$ cat config.mk
export PLATFORM = sky130hd
export DESIGN_NAME = artyz7_button_reader
export DESIGN_NICKNAME = d
export VERILOG_FILES = /design/src/rtl/artyz7_button_reader_pkg.sv /design/src/rtl/artyz7_debounce_channel.sv /design/src/rtl/artyz7_button_reader.sv
export SDC_FILE = /design/constraint.sdc
export NUM_CORES = 1
export LEC_CHECK = 0
export ABC_AREA = 1
export CAP_MARGIN = 0
export CORE_MARGIN = 10
export CORE_UTILIZATION = 55
export DETAILED_ROUTE_END_ITERATION = 6
export GPL_ROUTABILITY_DRIVEN = 1
export PLACE_DENSITY = 0.72
export SYNTH_ARGS = -nofsm -noshare
export SYNTH_HDL_FRONTEND = slang
export SYNTH_HIERARCHICAL = 1
export SYNTH_SLANG_ARGS = --single-unit
$ cat constraint.sdc
create_clock -name ext_clk -period 1.4 [get_ports ext_clk]
set_input_delay 0.28 -clock ext_clk [delete_from_list [all_inputs] [get_ports ext_clk]]
set_output_delay 0.28 -clock ext_clk [all_outputs]
set_load 0.05 [all_outputs]
$ cat src/rtl/artyz7_button_reader_pkg.sv
// Shared types, constants and width helper for the Arty Z7 button reader.
package artyz7_button_reader_pkg;

  typedef enum logic {
    EV_RELEASE = 1'b0,
    EV_PRESS   = 1'b1
  } event_kind_e;

  typedef enum logic {
    ST_IDLE    = 1'b0,
    ST_PRESENT = 1'b1
  } fsm_state_e;

  // 1 ms at 125 MHz for hardware, and a short value for simulation.
  localparam int DEBOUNCE_CYCLES_125MHZ = 125000;
  localparam int DEBOUNCE_CYCLES_SIM    = 4;

  // ceil(log2(n)), never below 1 so a 1-entry range still gets a bit.
  function automatic int clog2w(input int n);
    return (n < 2) ? 1 : $clog2(n);
  endfunction

endpackage

$ cat src/rtl/artyz7_debounce_channel.sv
// One button channel: synchronizer chain, stability counter, debounced level
// and single-cycle press/release pulses aligned with the level change.
module artyz7_debounce_channel
  import artyz7_button_reader_pkg::*;
#(
  parameter int debounce_cycles = DEBOUNCE_CYCLES_125MHZ,
  parameter int sync_stages     = 2
) (
  input  logic clk,
  input  logic rst_n,
  input  logic pad_in,
  output logic level,
  output logic press_pulse,
  output logic release_pulse
);

  localparam int              CNT_W    = clog2w(debounce_cycles);
  localparam logic [CNT_W-1:0] CNT_LAST = CNT_W'(debounce_cycles - 1);

  logic [sync_stages-1:0] sync_q, sync_d;
  logic [CNT_W-1:0]       cnt_q, cnt_d;
  logic                   stable_q, stable_d;
  logic                   press_q, press_d;
  logic                   release_q, release_d;
  logic                   synced;

  assign synced = sync_q[sync_stages-1];

  always_comb begin
    sync_d    = {sync_q[sync_stages-2:0], pad_in};
    cnt_d     = cnt_q;
    stable_d  = stable_q;
    press_d   = 1'b0;
    release_d = 1'b0;
    if (synced == stable_q) begin
      cnt_d = '0;
    end else if (cnt_q == CNT_LAST) begin
      // Disagreement has persisted long enough: accept the new level.
      stable_d  = synced;
      cnt_d     = '0;
      press_d   = synced;
      release_d = ~synced;
    end else begin
      cnt_d = cnt_q + 1'b1;
    end
  end

  always_ff @(posedge clk or negedge rst_n) begin
    if (!rst_n) begin
      sync_q    <= '0;
      cnt_q     <= '0;
      stable_q  <= 1'b0;
      press_q   <= 1'b0;
      release_q <= 1'b0;
    end else begin
      sync_q    <= sync_d;
      cnt_q     <= cnt_d;
      stable_q  <= stable_d;
      press_q   <= press_d;
      release_q <= release_d;
    end
  end

  assign level         = stable_q;
  assign press_pulse   = press_q;
  assign release_pulse = release_q;

endmodule

$ cat src/rtl/artyz7_button_reader.sv
// Debounced button reader: per-channel level and edge pulses, plus a pending
// event store drained one event at a time over a valid/ready interface.
module artyz7_button_reader
  import artyz7_button_reader_pkg::*;
#(
  parameter int num_buttons     = 4,
  parameter int debounce_cycles = DEBOUNCE_CYCLES_125MHZ,
  parameter int sync_stages     = 2
) (
  input  logic                            ext_clk,
  input  logic                            ext_reset_n,
  input  logic [num_buttons-1:0]          button_in,
  output logic [num_buttons-1:0]          button_level,
  output logic [num_buttons-1:0]          press_pulse,
  output logic [num_buttons-1:0]          release_pulse,
  output logic                            event_valid,
  input  logic                            event_ready,
  output logic [clog2w(num_buttons)-1:0]  event_index,
  output logic                            event_is_press,
  output logic                            overflow
);

  localparam int IDX_W = clog2w(num_buttons);

  logic [num_buttons-1:0] pend_press_q, pend_press_d;
  logic [num_buttons-1:0] pend_release_q, pend_release_d;
  logic [num_buttons-1:0] clr_press, clr_release;
  logic [num_buttons-1:0] cand_press, cand_release;
  fsm_state_e             state_q, state_d;
  logic [IDX_W-1:0]       idx_q, idx_d;
  event_kind_e            kind_q, kind_d;
  logic                   accept;
  logic                   found;
  logic [IDX_W-1:0]       sel_idx;
  event_kind_e            sel_kind;

  for (genvar g = 0; g < num_buttons; g++) begin : gen_ch
    artyz7_debounce_channel #(
      .debounce_cycles (debounce_cycles),
      .sync_stages     (sync_stages)
    ) u_ch (
      .clk           (ext_clk),
      .rst_n         (ext_reset_n),
      .pad_in        (button_in[g]),
      .level         (button_level[g]),
      .press_pulse   (press_pulse[g]),
      .release_pulse (release_pulse[g])
    );
  end

  assign accept = (state_q == ST_PRESENT) && event_ready;

  // Pending bits: a new pulse wins over a simultaneous acceptance.
  always_comb begin
    clr_press   = '0;
    clr_release = '0;
    if (accept) begin
      if (kind_q == EV_PRESS) clr_press[idx_q]   = 1'b1;
      else                    clr_release[idx_q] = 1'b1;
    end
    cand_press     = pend_press_q | press_pulse;
    cand_release   = pend_release_q | release_pulse;
    pend_press_d   = press_pulse | (pend_press_q & ~clr_press);
    pend_release_d = release_pulse | (pend_release_q & ~clr_release);
    overflow       = (|(press_pulse & pend_press_q & ~clr_press)) ||
                     (|(release_pulse & pend_release_q & ~clr_release));
  end

  // Lowest channel wins; with both kinds pending, the one opposite to the
  // current level happened first.
  always_comb begin
    found    = 1'b0;
    sel_idx  = '0;
    sel_kind = EV_RELEASE;
    for (int i = num_buttons - 1; i >= 0; i--) begin
      if (cand_press[i] || cand_release[i]) begin
        found   = 1'b1;
        sel_idx = IDX_W'(i);
        if (cand_press[i] && cand_release[i])
          sel_kind = button_level[i] ? EV_RELEASE : EV_PRESS;
        else
          sel_kind = cand_press[i] ? EV_PRESS : EV_RELEASE;
      end
    end
  end

  always_comb begin
    state_d = state_q;
    idx_d   = idx_q;
    kind_d  = kind_q;
    case (state_q)
      ST_IDLE: begin
        if (found) begin
          state_d = ST_PRESENT;
          idx_d   = sel_idx;
          kind_d  = sel_kind;
        end
      end
      ST_PRESENT: begin
        if (event_ready) state_d = ST_IDLE;
      end
      default: state_d = ST_IDLE;
    endcase
  end

  always_ff @(posedge ext_clk or negedge ext_reset_n) begin
    if (!ext_reset_n) begin
      pend_press_q   <= '0;
      pend_release_q <= '0;
      state_q        <= ST_IDLE;
      idx_q          <= '0;
      kind_q         <= EV_RELEASE;
    end else begin
      pend_press_q   <= pend_press_d;
      pend_release_q <= pend_release_d;
      state_q        <= state_d;
      idx_q          <= idx_d;
      kind_q         <= kind_d;
    end
  end

  assign event_valid    = (state_q == ST_PRESENT);
  assign event_index    = idx_q;
  assign event_is_press = (kind_q == EV_PRESS);

endmodule

Fig. 1: run 1, close-up of the layout
Region (79, 79) to (99, 99) um. Cells in gray, sequential cells in the stronger gray; small squares are vias.
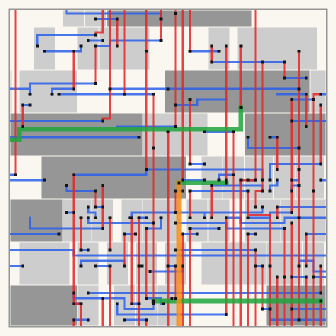
met3: drawn in green. met1: drawn in blue. met4: drawn in orange. met2: drawn in red.
Sequential cells in the window: 4. Most frequent: nand2_1 (7), nor2_1 (7), dfrtp_1 (4). Netlist names of flops here include gen_ch.u_ch/cnt_q (3), gen_ch.u_ch/press_pulse (1). 37 logic cells have their middle in the window.

Fig. 2: run 1, cell sizes after repair
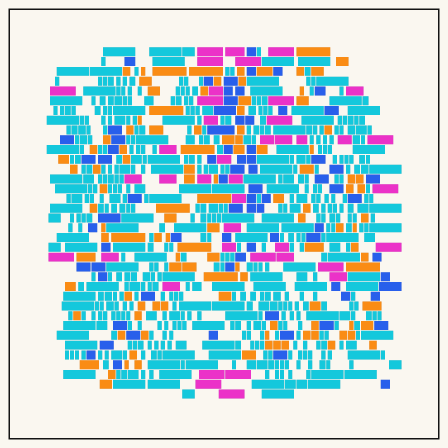
drive 1 or less: drawn in cyan, cells 544. drive 2: drawn in orange, cells 110. drive 3 to 4: drawn in blue, cells 76. drive 6 and up: drawn in magenta, cells 40.

==> deck_impl_summary.md, run 1 <==
Key Metrics from the Run

Outcome
  – Status: finished with violations
  – Failing checks: setup timing

Detailed routing
  – Routed vias: approximately 4600
  – Via density: 5.14
  – Met1 wire length: approximately 5.3 mm
  – DR top layer: met4
  – Total wire length: 12.4 mm
  – WL met3: 391 um
  – Drt first pass iters: 4
  – DR WL/cell: approximately 14 um
  – Routed wl met2: 6.49 mm
  – DR iter-0 viols: 261
  – Routed Antenna Nets: 0

Pwr
  – Total Power: ~7.3 mW
  – PD cells: between 1000 and 1500 mW/mm^2
  – P_clk: roughly 1.8 mW
  – Comb. pwr: roughly 2.2 mW
  – Sequential share of power: 0.462
  – Switching Power: 2.46 mW
  – Internal power: slightly below 5 mW
  – Comb pwr share: 0.294
  – Max VDD drop: 0.714 mV
  – Pwr top: registers
  – Clock Power Share: 0.244
  – Leakage power: roughly 3.1 nW
  – Sequential power: between 3 and 4 mW

Place
  – Placed Cells: 871
  – GPL Wtd Cong: 0.901
  – Detail Placement HPWL: slightly below 9 mm

Worst setup path
  – Critical Path Max Stage Delay: roughly 0.50 ns
  – Crit-path max FO: 7
  – Crit. Startpoint: event_index[1]$_DFFE_PN0P_
  – CP cell instances: inv_2, nand2_1, o21ai_2, o22ai_1, nor2_1, nand2_2, buf_8
  – Required @ worst endpoint: around 1.1 ns
  – Critical path endpoint category: output port
  – Kind of cell adding the most delay to the critical path: flip-flops
  – CP Class: flip-flop to output port
  – Crit path max-delay cell type: dfrtp_2
  – RR Endpoint: event_is_press$_DFFE_PN0P_
  – R2R setup slack: around 0.050 ns
  – Crit path launch type: flip-flop

Flow run
  – Max-cap violation count: 0
  – Log Warnings: 29

Synth
  – Yosys top cell by area: dfrtp_1
  – Synth Area in XOR/XNOR: 0.0454
  – # Cells Yosys: around 700
  – Compound Share, Synth: 0.0524
  – Chip area in the Yosys report: between 0.005 and 0.006 sq mm
  – Synth area leaders: dfrtp_1, nor2_1, nand2_1, inv_1, nand3_1
  – Nets at Floorplan: 699
  – Seq share, synth: 0.463
  – Mean Syn Cell Area: slightly below 8 sq um
  – Distinct lib cells: 31
  – Number of enable flip-flop cells: 0
  – Post-synth top area share: 0.463
  – Async SR Flop Fraction: 1.00
  – Syn Inst Count: 688
  – #FFs+latches synth: around 100
  – List of most frequent post-synthesis cells: nor2_1, nand2_1, dfrtp_1
  – Most frequent cell after synthesis: nor2_1
  – Ys Warns: 6

CTS
  – Clk buf depth: 2
  – # hold bufs at CTS: 1
  – CTS tree: yes
  – TritonCTS Buffers: 9
  – Postcts setup bufs: 8
  – Clock latency on the worst-skew pair: 0.37 ns
  – H-tree lvl count: 3
  – PostCTS Resize Cnt: 20
  – Reg clk slew, reported paths: roughly 0.10 ns
  – Root buffer cell: clkbuf_8

Die
  – Die area: between 0.01 and 0.015 sq mm
  – Die extent in x: ~120 um
  – Die Y: around 120 um
  – IO Count: 24

Layout
  – Layout cell share with drive strength beyond 1: 0.294
  – Area growth, synth to finish: 26.1%
  – Final #Nets: slightly below 800
  – Top cells excl fill/tap: nor2_1, nand2_1, dfrtp_1
  – Diode count: 0

Timing
  – Clk_skew: approximately 0.012 ns
  – RSZ-0062 raised after global routing: true
  – Highest Clock Rate: between 500 and 600 MHz
  – Hold WS: between 0.3 and 0.4 ns
  – Worst setup margin: -0.571 ns
  – Final setup viols: 3
  – Fin crit share: 1.41
  – Slew HR: 0.738
  – Fin. max-slew vios: 0
  – Worst Max-Slew Pin Slew: between 0.3 and 0.4 ns

Global routing
  – GRT met2 Usage: 0.299
  – First-pass GRT wire length: slightly above 20 mm
  – GR Layer Usage met1: 0.201
  – Vias in the first global route: approximately 4500
  – Busiest metal layer after global routing: met2
  – Grt total ovfl: 0
  – Largest net degree at the start of global routing: 34
  – Antenna violations before repair: 0
  – Grt met3 use: 0.0350
  – Gr usage total: 0.171

Hold path
  – Worst hold path type: input port to flip-flop
Fig. 3: run 1, placement view
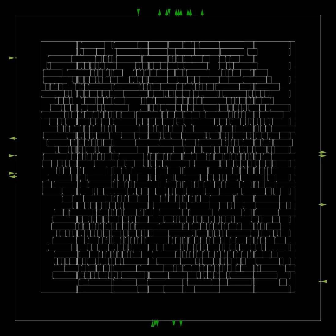
tap cell count: 133
fill cell count: 764
post-route insts no fill: 903
Util after Layout: 0.703
# rows: 36

Fig. 4: run 1, placement density heat map
The die is cut into 12 by 12 equal tiles; white is low, dark blue is high, 0 to 100% covered.
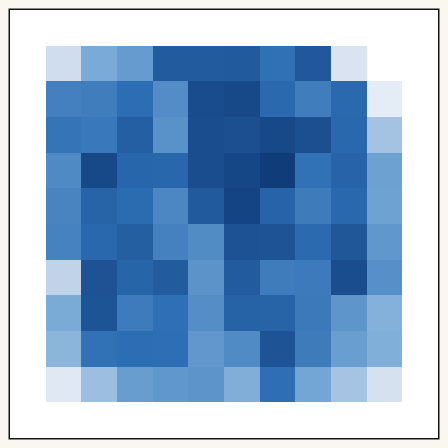
31% of the tiles are nearly empty. The fullest tile reaches 95%. The densest ninth of the die: center. The mean over all tiles is 47%. 31% of the tiles are over 75% full.
Core ar.: 0.00968 sq mm
initial core utilization: 0.557

## run 1: state kept, by name, summed over array words and instances (netlist names)
signal,flops
event_index,2
event_is_press,1
event_valid,1
gen_ch.u_ch/cnt_q,68
gen_ch.u_ch/level,4
gen_ch.u_ch/press_pulse,4
gen_ch.u_ch/release_pulse,4
gen_ch.u_ch/sync_q,8
pend_press_q,4
pend_release_q,4
## run 1: layout make-up
| cell class | count | area, sq um | area share |
|---|---|---|---|
| tap | 133 | 166 | 0.0244 |
| clock inverter | 6 | 55.1 | 0.00809 |
| clock buffer | 10 | 138 | 0.0202 |
| timing repair buffer | 67 | 779 | 0.115 |
| inverter | 90 | 340 | 0.0500 |
| multi-input combinational | 497 | 2810 | 0.413 |
| sequential | 100 | 2520 | 0.370 |
## run 1: worst max-delay path by stage
stage | endpoint | slack [ns] | cells after the start
2_1_floorplan | overflow | -0.18 | 7
3_3_place_gp | overflow | -0.50 | 9
3_5_place_dp | overflow | -0.56 | 9
4_1_cts | overflow | -0.54 | 7
5_1_grt | overflow | -0.66 | 7
6_report | overflow | -0.57 | 7
## run 1: worst reg2reg max path, delay by kind of cell, from the launching register on
| family | cells | cell delay, ns |
|---|---|---|
| AOI/OAI and AO/OA | 1 | 0.05 |
| buffers and inverters | 1 | 0.07 |
| DFF | 1 | 0.44 |
| and+or+nand+nor | 6 | 0.69 |
## run 1: through the flow
step / utilization / setup WS (ns) / setup TNS [ns] / area [sq um]
detailed placement: 0.640 / -0.563 / -1.02 / 6200
floorplan: - / -0.180 / -0.180 / 5420
global placement: 0.640 / -0.496 / -0.622 / 6200
finish: 0.703 / -0.571 / -0.886 / 6810
CTS: 0.673 / -0.535 / -0.717 / 6520
global route: 0.703 / -0.663 / -1.62 / 6810
Fig. 5: run 1, pin map
The bar under the picture is 20 um long. Pins as bars across the die edge, other pins in gray.
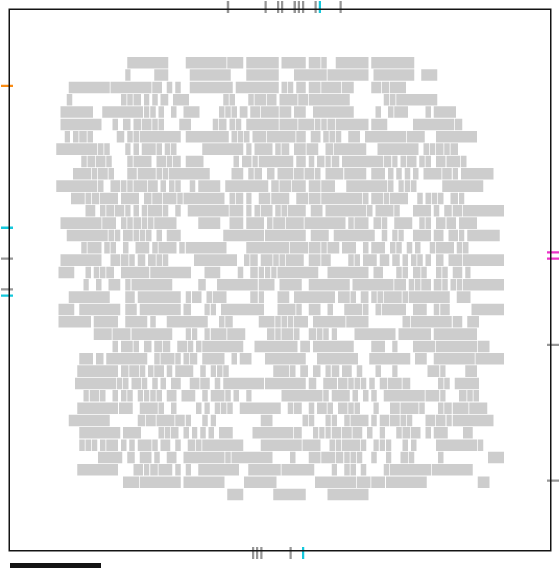

==> inputs of run 2 (changes only) <==
--- a/config.mk
+++ b/config.mk
@@ -5,13 +5,12 @@
 export SDC_FILE = /design/constraint.sdc
 export NUM_CORES = 1
 export LEC_CHECK = 0
-export ABC_AREA = 1
 export CAP_MARGIN = 0
 export CORE_MARGIN = 10
 export CORE_UTILIZATION = 55
 export DETAILED_ROUTE_END_ITERATION = 6
 export GPL_ROUTABILITY_DRIVEN = 1
-export PLACE_DENSITY = 0.72
+export PLACE_DENSITY = 0.73
 export SYNTH_ARGS = -nofsm -noshare
 export SYNTH_HDL_FRONTEND = slang
 export SYNTH_HIERARCHICAL = 1
Fig. 6: run 2, pin map
The bar under the picture is 20 um long. Pins as bars across the die edge, other pins in gray.
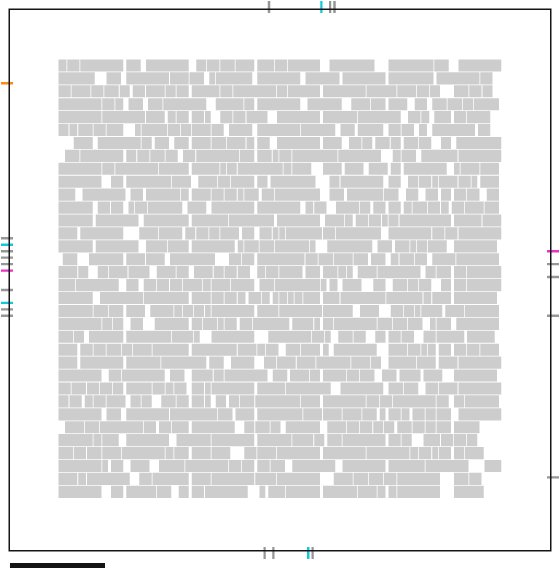
button_level: drawn in cyan, pins 4, direction output, edge 2 west, 1 south, 1 north. ext_clk: drawn in orange, pins 1, direction input, edge west. event_index: drawn in magenta, pins 2, direction output, edge 1 west, 1 east.
All pins by edge: 11 west, 5 east, 4 south, 4 north.

Fig. 7: run 2, cell sizes after repair
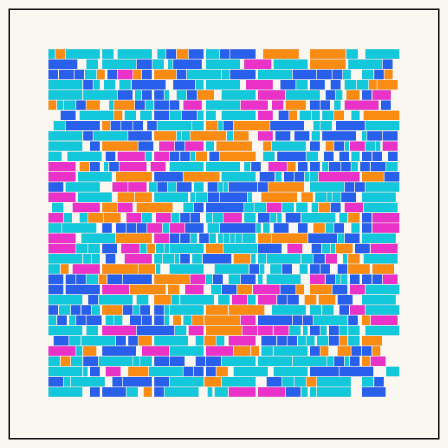
drive 1 or less: drawn in cyan, cells 264. drive 6 and up: drawn in magenta, cells 72. drive 2: drawn in orange, cells 98. drive 3 to 4: drawn in blue, cells 208.

==> deck_impl_summary.md, run 2 <==
Key Metrics from the Run

Worst setup path
  – Kind of cell adding the most delay to the critical path: simple AND/OR/NAND/NOR gates
  – Crit. Startpoint: event_is_press$_DFFE_PN0P_
  – Number of buffer and inverter stages on the critical path: 1
  – CP Class: flip-flop to output port
  – Critical path endpoint category: output port
  – Critical Path Max Stage Delay: 0.50 ns (about the same)
  – Crit path max-delay cell type: dfrtp_2
  – Required @ worst endpoint: 1.12 ns (about the same)
  – R2R setup slack: -0.38 ns (-0.43 ns)
  – Crit path depth: 5 (-2)
  – Crit path launch type: flip-flop
  – End of the critical path: overflow
  – R2R depth: 6
  – CP cell instances: nand2b_1, o211ai_1, o2111ai_1, or2_4, buf_6
  – RR Endpoint: gen_ch[0].u_ch/cnt_q[15]$_DFF_PN0_
  – Crit-path max FO: 6 (-1)

Pwr
  – Leakage power: 3.35 nW (+7.6%)
  – Max VDD drop: 0.698 mV (-2.2%)
  – PD cells: 836 mW/mm^2 (-22%)

Die
  – Die Y: 114 um (-4.5%)
  – Die area: 0.0129 sq mm (-8.9%)
  – Die extent in x: 114 um (-4.5%)
  – IO Count: 24 (unchanged)
  – # rows: 34 (-5.6%)
  – Core ar.: 0.00864 sq mm (-11%)
  – Initial core utilization: 0.559 (+0.00133)

Timing
  – Slew HR: 0.692 (-0.0468)
  – Final setup viols: 94 (+91)
  – Worst Max-Slew Pin Slew: 0.458 ns (+0.0660 ns)
  – Fin crit period: 2.22 ns
  – Fin. max-slew vios: 0 (unchanged)
  – Worst setup margin: -0.818 ns (-0.247 ns)
  – Setup TNS: -16.48 ns (-15.60 ns)
  – RSZ-0062 raised after global routing: true
  – Highest Clock Rate: 451 MHz (-11%)
  – Hold WS: 0.304 ns (-0.0410 ns)
  – Clk_skew: 0.0158 ns (+0.00338 ns)
  – Fin crit share: 1.58 (+0.177)

Synth
  – Mux area share: 0.00933
  – Post-Syn Area: between 0.004 and 0.005 sq mm
  – Number of enable flip-flop cells: 0 (unchanged)
  – Mean Syn Cell Area: 10.8 sq um (+38%)
  – Distinct lib cells: 46 (+48%)
  – Post-synth top area share: 0.519 (+0.0550)
  – Nets at Floorplan: 458 (-34%)
  – Yosys top cell by area: dfrtp_1
  – Chip area in the Yosys report: 0.00483 sq mm (-11%)
  – Syn Inst Count: 447 (-35%)
  – Synth Area in XOR/XNOR: 0.102 (+0.0562)
  – Ys Warns: 6 (unchanged)
  – Async SR Flop Fraction: 1.00 (unchanged)
  – Compound Share, Synth: 0.0713 (+0.0189)
  – # Cells Yosys: 447 (-35%)
  – Dominant comb cell: simple AND/OR/NAND/NOR gates
  – Simple share: 0.271
  – Most frequent cell after synthesis: dfrtp_1
  – Synth area leaders: dfrtp_1, xor2_1, nor2_1, xnor2_1, nand4_1
  – Synth Area in Adders: 0.0104
  – List of most frequent post-synthesis cells: dfrtp_1, nor2_1, xor2_1
  – #FFs+latches synth: 100 (unchanged)
  – Seq share, synth: 0.519 (+0.0550)
  – Main flop type: dfrtp_1

Detailed routing
  – DR iter-0 viols: 529 (+100%)
  – DR WL/cell: 23.6 um (+72%)
  – Via density: 6.29 (+22%)
  – DRC: 0
  – Total wire length: 17.7 mm (+43%)
  – Routed vias: 4716 (+1.6%)
  – Routed Antenna Nets: 0 (unchanged)
  – Drt first pass iters: 5 (+1)

Global routing
  – Antenna violations before repair: 0 (unchanged)
  – Vias in the first global route: 4536 (+1.0%)
  – Grt total ovfl: 0 (unchanged)
  – First-pass GRT wire length: 21.9 mm (+7.2%)
  – Gr usage total: 0.207 (+0.0363)
  – Largest net degree at the start of global routing: 46 (+35%)

CTS
  – Clock latency on the worst-skew pair: 0.40 ns (+0.03 ns)
  – TritonCTS Buffers: 9 (unchanged)
  – Root buffer cell: clkbuf_8
  – H-tree lvl count: 3 (unchanged)
  – Reg clk slew, reported paths: 0.11 ns (about the same)
  – CTS tree: yes
  – Clk buf depth: 2 (unchanged)

Flow run
  – Max-cap violation count: 0 (unchanged)
  – Log Warnings: 29 (unchanged)

Layout
  – Top cells excl fill/tap: buf_4, dfrtp_1, nor2_4
  – Biggest register: gen_ch.u_ch/cnt_q
  – Final #Nets: 648 (-16%)
  – Diode count: 0 (unchanged)
  – Area growth, synth to finish: 64.4%
  – Top Registers: gen_ch.u_ch/cnt_q x68, gen_ch.u_ch/sync_q x8
  – Max reg flops: 68 (unchanged)
  – Layout cell share with drive strength beyond 1: 0.589 (+0.295)

Place
  – GPL Wtd Cong: 0.885 (-1.8%)
  – Port-buffer cells: 23
  – Detail Placement HPWL: 7.96 mm (-9.2%)

Outcome
  – Status: finished with violations
  – Failing checks: setup timing

Hold path
  – Hold Path End: gen_ch[0].u_ch/sync_q[0]$_DFF_PN0_
  – Hold path start: button_in[0]
  – Worst hold path type: input port to flip-flop
Fig. 8: run 2, placement density heat map
The die is cut into 11 by 11 equal tiles; white is low, dark blue is high, 0 to 100% covered.
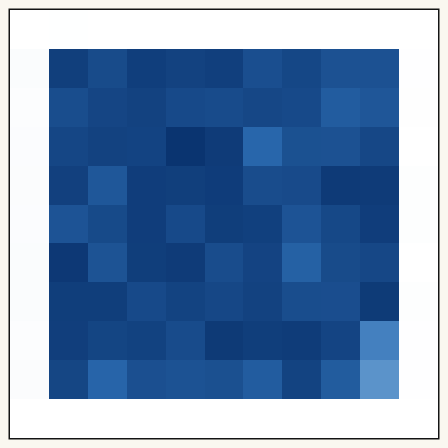
65% of the tiles are over 75% full. The fullest tile reaches 98%. The densest ninth of the die: center.

## run 2: routing by layer
layer / global-route usage / share of wire / up-vias
met4: 0.0651 / 0.041 / 0
met2: 0.360 / 0.53 / 222
met3: 0.0598 / 0.055 / 70
met1: 0.240 / 0.38 / 2434
li1: - / - / 1990
met5: 0 / 0 / -
## run 2: cell type report
type	instances	area, sq um
clock buffers	12	145
clock inverters	4	56.3
fillers	296	704
inverters	10	37.5
multi-input cells	328	3130
flip-flops and latches	100	2530
well taps	108	135
repair buffers	188	1900
## run 2: power by group
part           internal, mW  total, mW  switching, mW
Combinational         0.723       1.50          0.776
Sequential             2.99       3.16          0.170
Clock                 0.895       1.97           1.07
Total                  4.61       6.63           2.02
## run 2: through the flow
stage                     instances   util  instance area [sq um]  setup slack [ns]  total power, mW
after floorplan                 447      -                   5030            -0.327             3.69
after global placement          683  0.743                   6410            -0.699             4.24
after detailed placement        683  0.743                   6410            -0.731             4.27
after CTS                       730  0.837                   7230            -0.691             6.34
after global routing            750  0.918                   7930            -0.830             6.79
final                           750  0.918                   7930            -0.818             6.63
## run 2: repair_timing
item / 4_1_cts / 5_1_grt
endpoints found under the hold margin: 20 / 0
endpoints found under the setup margin: 91 / 97
gates cloned: 4 / 0
pin swaps: 37 / 62
gates resized: 63 / 156
hold buffers: 1 / 0
buffers inserted: 26 / 31
## run 2: worst reg2reg max path: stages, from the launching register on
cell and delay, ns:
dfrtp_1 0.44, buf_4 0.17, nand4_1 0.20, buf_4 0.22, nor4_4 0.28, nand4_1 0.19
a21oi_2 0.20
Power and IR drop assume default switching activity.
